==> images/m4.png <==
The bar under the picture is 50 µm long. Supply wires on this layer in gray.
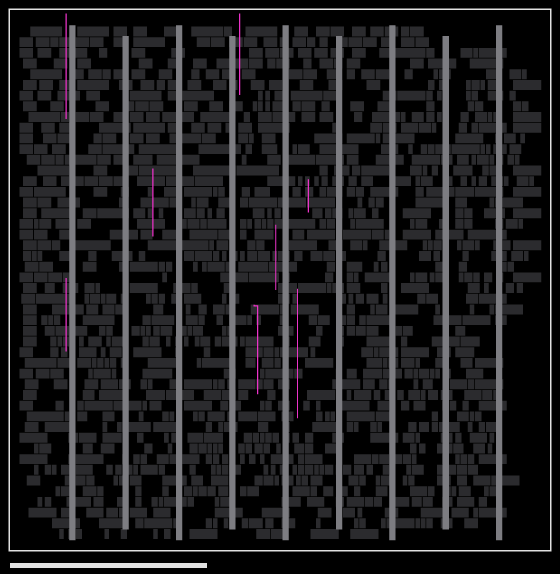
==> images/m1.png <==
Supply wires on this layer in gray.
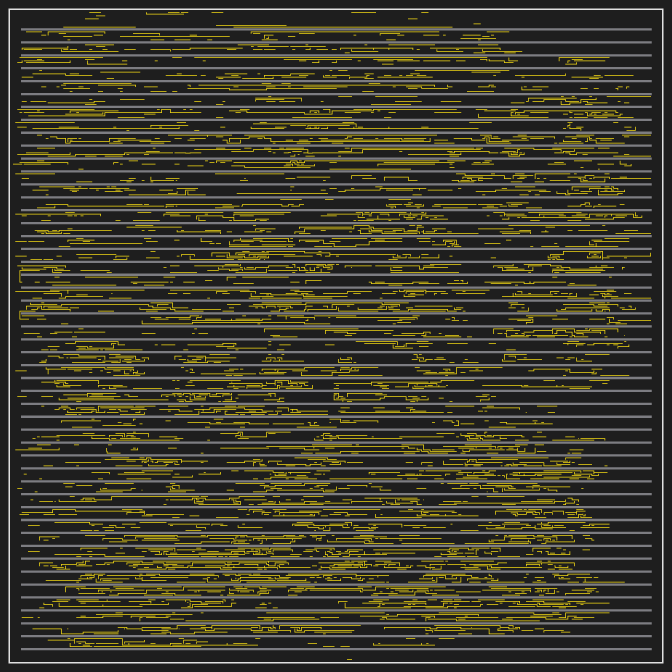
==> images/class_map.png <==
The bar under the picture is 50 µm long. Fill, decap, tap and diode cells in gray.
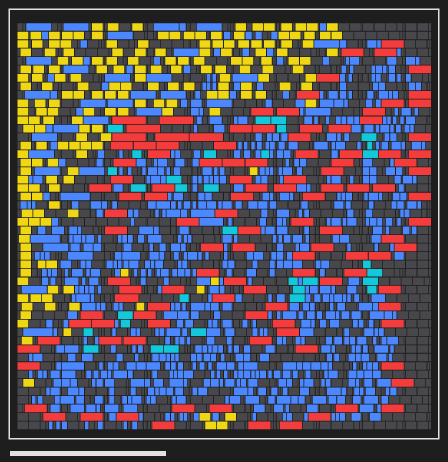
<file path="src/rtl/dma_arbiter_pkg.sv">
`default_nettype none
// ============================================================================
// Module   : dma_defs (package)
// Brief    : Shared widths, arbiter state encoding and a constant clog2 used
//            for tag and FIFO pointer widths.
// Revision : 1.0 - initial release
// ============================================================================
package dma_defs;

  localparam int DMA_AW = 21;
  localparam int DMA_DW = 8;

  typedef enum logic [0:0] {
    IDLE  = 1'b0,
    GRANT = 1'b1
  } dma_state_t;

  // Ceiling log2, never less than 1 so a 1-entry structure still gets a bit
  function automatic int clog2(input int n);
    int r;
    r = 1;
    for (int i = 1; i < 32; i++) begin
      if ((1 << i) < n) r = i + 1;
    end
    return r;
  endfunction

endpackage
`default_nettype wire

</file>
<file path="src/rtl/dma_tag_fifo.sv">
`default_nettype none
// ============================================================================
// Module   : dma_tag_fifo
// Brief    : Small synchronous FIFO of requester tags, one entry per accepted
//            transfer that has not yet ended. Push and pop may coincide.
// Revision : 1.0 - initial release
// ============================================================================
module dma_tag_fifo
  import dma_defs::*;
#(
  parameter int WIDTH = 2,
  parameter int DEPTH = 2
) (
  input  logic             clk,
  input  logic             rst,
  input  logic             i_push,
  input  logic             i_pop,
  input  logic [WIDTH-1:0] i_data,
  output logic [WIDTH-1:0] o_head,
  output logic             o_full,
  output logic             o_empty
);

  localparam int PW = clog2(DEPTH);
  localparam int CW = clog2(DEPTH + 1);

  logic [WIDTH-1:0] r_mem [DEPTH];
  logic [PW-1:0]    r_wptr;
  logic [PW-1:0]    r_rptr;
  logic [CW-1:0]    r_cnt;
  logic             w_full;
  logic             w_empty;
  logic             w_push;
  logic             w_pop;

  // Pointers wrap at DEPTH, which need not be a power of two
  function automatic logic [PW-1:0] next_ptr(input logic [PW-1:0] p);
    return (p == PW'(DEPTH - 1)) ? '0 : p + 1'b1;
  endfunction

  assign w_full  = (r_cnt == CW'(DEPTH));
  assign w_empty = (r_cnt == '0);
  // A push into a full FIFO is only legal when the head leaves the same cycle
  assign w_push  = i_push & (~w_full | i_pop);
  assign w_pop   = i_pop & ~w_empty;

  assign o_full  = w_full;
  assign o_empty = w_empty;
  assign o_head  = r_mem[r_rptr];

  // Tag storage; contents are don't-care while empty so no reset is needed
  always_ff @(posedge clk) begin
    if (w_push) r_mem[r_wptr] <= i_data;
  end

  // Pointer and occupancy bookkeeping
  always_ff @(posedge clk) begin
    if (rst) begin
      r_wptr <= '0;
      r_rptr <= '0;
      r_cnt  <= '0;
    end else begin
      if (w_push) r_wptr <= next_ptr(r_wptr);
      if (w_pop)  r_rptr <= next_ptr(r_rptr);
      case ({w_push, w_pop})
        2'b10:   r_cnt <= r_cnt + CW'(1);
        2'b01:   r_cnt <= r_cnt - CW'(1);
        default: r_cnt <= r_cnt;
      endcase
    end
  end

endmodule
`default_nettype wire

</file>
<file path="src/rtl/dma_arbiter.sv">
`default_nettype none
// ============================================================================
// Module   : dma_arbiter
// Brief    : Round-robin arbiter sharing the single memory-DMA port among
//            NREQ requesters, with bounded bursts and an in-order tag FIFO
//            that routes each completion back to its issuer.
// Revision : 1.0 - initial release
// ============================================================================
module dma_arbiter
  import dma_defs::*;
#(
  parameter int NREQ  = 4,
  parameter int BURST = 8,
  parameter int OUTST = 2
) (
  input  logic                   clk,
  input  logic                   rst,
  input  logic [NREQ-1:0]        req,
  input  logic [NREQ-1:0]        req_rnw,
  input  logic [NREQ*DMA_AW-1:0] req_addr,
  input  logic [NREQ*DMA_DW-1:0] req_wd,
  output logic [NREQ-1:0]        req_ack,
  output logic [NREQ-1:0]        req_end,
  output logic [DMA_DW-1:0]      req_rd,
  output logic                   dma_req,
  output logic                   dma_rnw,
  output logic [DMA_AW-1:0]      dma_addr,
  output logic [DMA_DW-1:0]      dma_wd,
  input  logic                   dma_ack,
  input  logic                   dma_end,
  input  logic [DMA_DW-1:0]      dma_rd,
  output logic                   busy,
  output logic                   err_stray
);

  localparam int TW = clog2(NREQ);

  dma_state_t       r_state;
  logic [TW-1:0]    r_g;
  logic [TW-1:0]    r_last;
  logic [7:0]       r_count;
  logic             r_err;

  logic [DMA_AW-1:0] w_addr [NREQ];
  logic [DMA_DW-1:0] w_wd   [NREQ];
  logic [TW-1:0]     w_pick;
  logic              w_found;
  logic              w_grant;
  logic              w_dma_req;
  logic              w_accept;
  logic              w_pop;
  logic              w_stray;
  logic              w_full;
  logic              w_empty;
  logic [TW-1:0]     w_head;

  for (genvar i = 0; i < NREQ; i++) begin : g_unpack
    assign w_addr[i] = req_addr[i*DMA_AW +: DMA_AW];
    assign w_wd[i]   = req_wd[i*DMA_DW +: DMA_DW];
  end

  assign w_grant   = (r_state == GRANT);
  // Stalling on a full FIFO keeps the grant; the requester simply waits
  assign w_dma_req = w_grant & req[r_g] & ~w_full;
  assign w_accept  = w_dma_req & dma_ack;
  assign w_pop     = dma_end & ~w_empty;
  assign w_stray   = dma_end & w_empty;

  // Datapath is zeroed outside GRANT so idle outputs are all quiet
  assign dma_req   = w_dma_req;
  assign dma_rnw   = w_grant & req_rnw[r_g];
  assign dma_addr  = w_grant ? w_addr[r_g] : '0;
  assign dma_wd    = w_grant ? w_wd[r_g]   : '0;
  assign req_rd    = w_pop ? dma_rd : '0;
  assign busy      = w_grant | ~w_empty;
  assign err_stray = r_err;

  // Round-robin search starting just after the previous grantee
  always_comb begin
    w_pick  = '0;
    w_found = 1'b0;
    for (int k = 1; k <= NREQ; k++) begin
      if (!w_found && req[(int'(r_last) + k) % NREQ]) begin
        w_found = 1'b1;
        w_pick  = TW'((int'(r_last) + k) % NREQ);
      end
    end
  end

  // One-hot acknowledge to the grantee and completion to the FIFO head
  always_comb begin
    req_ack = '0;
    req_end = '0;
    for (int i = 0; i < NREQ; i++) begin
      req_ack[i] = w_accept && (r_g == TW'(i));
      req_end[i] = w_pop && (w_head == TW'(i));
    end
  end

  // Arbitration state machine with burst counter and sticky stray flag
  always_ff @(posedge clk) begin
    if (rst) begin
      r_state <= IDLE;
      r_g     <= '0;
      r_last  <= TW'(NREQ - 1);
      r_count <= '0;
      r_err   <= 1'b0;
    end else begin
      if (w_stray) r_err <= 1'b1;
      case (r_state)
        IDLE: begin
          if (w_found) begin
            r_g     <= w_pick;
            r_last  <= w_pick;
            r_count <= '0;
            r_state <= GRANT;
          end
        end
        GRANT: begin
          if (w_accept) begin
            r_count <= r_count + 8'd1;
            if (r_count + 8'd1 == 8'(BURST)) r_state <= IDLE;
          end else if (!req[r_g]) begin
            r_state <= IDLE;
          end
        end
        default: r_state <= IDLE;
      endcase
    end
  end

  dma_tag_fifo #(
    .WIDTH (TW),
    .DEPTH (OUTST)
  ) u_tag_fifo (
    .clk     (clk),
    .rst     (rst),
    .i_push  (w_accept),
    .i_pop   (w_pop),
    .i_data  (r_g),
    .o_head  (w_head),
    .o_full  (w_full),
    .o_empty (w_empty)
  );

endmodule
`default_nettype wire

</file>
<file path="config.mk">
export PLATFORM = sky130hd
export DESIGN_NAME = dma_arbiter
export DESIGN_NICKNAME = d
export VERILOG_FILES = /design/src/rtl/dma_arbiter_pkg.sv /design/src/rtl/dma_tag_fifo.sv /design/src/rtl/dma_arbiter.sv
export SDC_FILE = /design/constraint.sdc
export NUM_CORES = 1
export LEC_CHECK = 0
export CAP_MARGIN = 5
export CORE_MARGIN = 2
export CORE_UTILIZATION = 45
export CTS_BUF_LIST = sky130_fd_sc_hd__clkbuf_8
export CTS_CLUSTER_SIZE = 20
export DETAILED_ROUTE_END_ITERATION = 12
export GPL_ROUTABILITY_DRIVEN = 1
export PLACE_DENSITY_LB_ADDON = 0.05
export SETUP_SLACK_MARGIN = 0.02
export SLEW_MARGIN = 20
export SYNTH_ARGS = -nofsm -noshare
export SYNTH_HDL_FRONTEND = slang
export SYNTH_SLANG_ARGS = --single-unit
</file>
<file path="constraint.sdc">
create_clock -name clk -period 11.63 [get_ports clk]
set_input_delay 2.326 -clock clk [delete_from_list [all_inputs] [get_ports clk]]
set_output_delay 2.326 -clock clk [all_outputs]
set_load 0.02 [all_outputs]
</file>
==> impl_metrics.json <==
{
  "layoutNonFillerInstCount": 1360,
  "met2_length_um": 10700,
  "synth_chip_area_um2": 8010,
  "crit_fanout": 24,
  "cts_max_level": 4,
  "p_comb_mw": 0.565,
  "rrSetupSlack_ns": 6.39,
  "power_leader": "combinational logic",
  "setup_ws_ns": 4.41,
  "critical_path_class": "input port to output port",
  "fillers": 1598,
  "status": "finished clean",
  "met1_usage_pct": 31.0,
  "diodes": 0,
  "arrival_ns": 4.89,
  "finalHoldViolCount": 0,
  "grt_pass1_vias": 6981,
  "r2r-end": "u_tag_fifo.r_cnt[26]",
  "intPower_mw": 0.868,
  "p_total_mw": 1.40,
  "groute.usage.overall_pct": 23.1,
  "coreArea_um2": 17400,
  "power.density_nw_per_um2": 135,
  "ant_nets": 0,
  "cp_common_cell": "clkdlybuf4s50_1",
  "fin_area_um2": 10400,
  "lay_top_count": "clkdlybuf4s50_1",
  "fin_nets": 1299,
  "layout-drive-gt1-share_pct": 7.49,
  "use_met2_pct": 38.3,
  "p_leak_nw": 3.98,
  "warning_count": 31,
  "period_minus_slack_ns": 7.22,
  "fmax_mhz": 139,
  "pwr-share-clk_pct": 25.4,
  "rows": 48,
  "cts_sinks": 118,
  "finalSetupTns_ns": 0,
  "reg2reg_from": "r_g[0]",
  "hold_depth": 2,
  "ir_drop_uv": 70.7,
  "cp_cell_sequence": "clkdlybuf4s50_1 > mux4_2 > and2_1 > nand2_1 > a21oi_4 > inv_4 > nor4b_1 > clkdlybuf4s50_1",
  "top_regs": "u_tag_fifo.r_cnt: 32 flops, u_tag_fifo.r_rptr: 32 flops, u_tag_fifo.r_wptr: 32 flops",
  "syn_area_um2": 8010,
  "reg2reg_depth": 17,
  "port_buffers": 184,
  "cp-end-kind": "output port",
  "synthCells": 960,
  "pwr-share-comb_pct": 40.4
}
About m4.png:
The wires run mostly vertical. The layer holds 0.74% of the routed length.

About m1.png:
The layer holds 45% of the routed length. The layer carries 10,000 µm of wire. The wires run mostly horizontal.

About class_map.png:
Key: remaining logic cells = blue [cells 794]; registers = red [cells 118]; remaining buffers and delay cells = yellow [cells 191]; clock drivers and dummy loads = cyan [cells 32]

==> layout make-up <==
type / instances / share of cell area (%)
Multi-Input combinational cell: 772 / 51.3
Sequential cell: 118 / 23.4
Timing Repair Buffer: 191 / 18.3
Tap cell: 225 / 2.71
Clock buffer: 17 / 2.26
Clock inverter: 15 / 1.30
Inverter: 22 / 0.820
==> cell families after synthesis <==
| kind of cell | share of synthesized area [%] |
|---|---|
| AND-OR/OR-AND | 14.9 |
| flip-flops | 30.3 |
| AND/OR/NAND/NOR | 25.9 |
| buffers and inverters | 3.55 |
| XOR/XNOR | 8.20 |
| adder cells (fa/ha/maj) | 6.50 |
| multiplexers | 10.7 |
==> tightest hold or removal path: stages (launching register included) <==
cell     delay, ns
dfxtp_1       0.33
a21oi_1       0.04
nor2_1        0.07
No activity file was given, so power comes from the tool's default toggle rates.
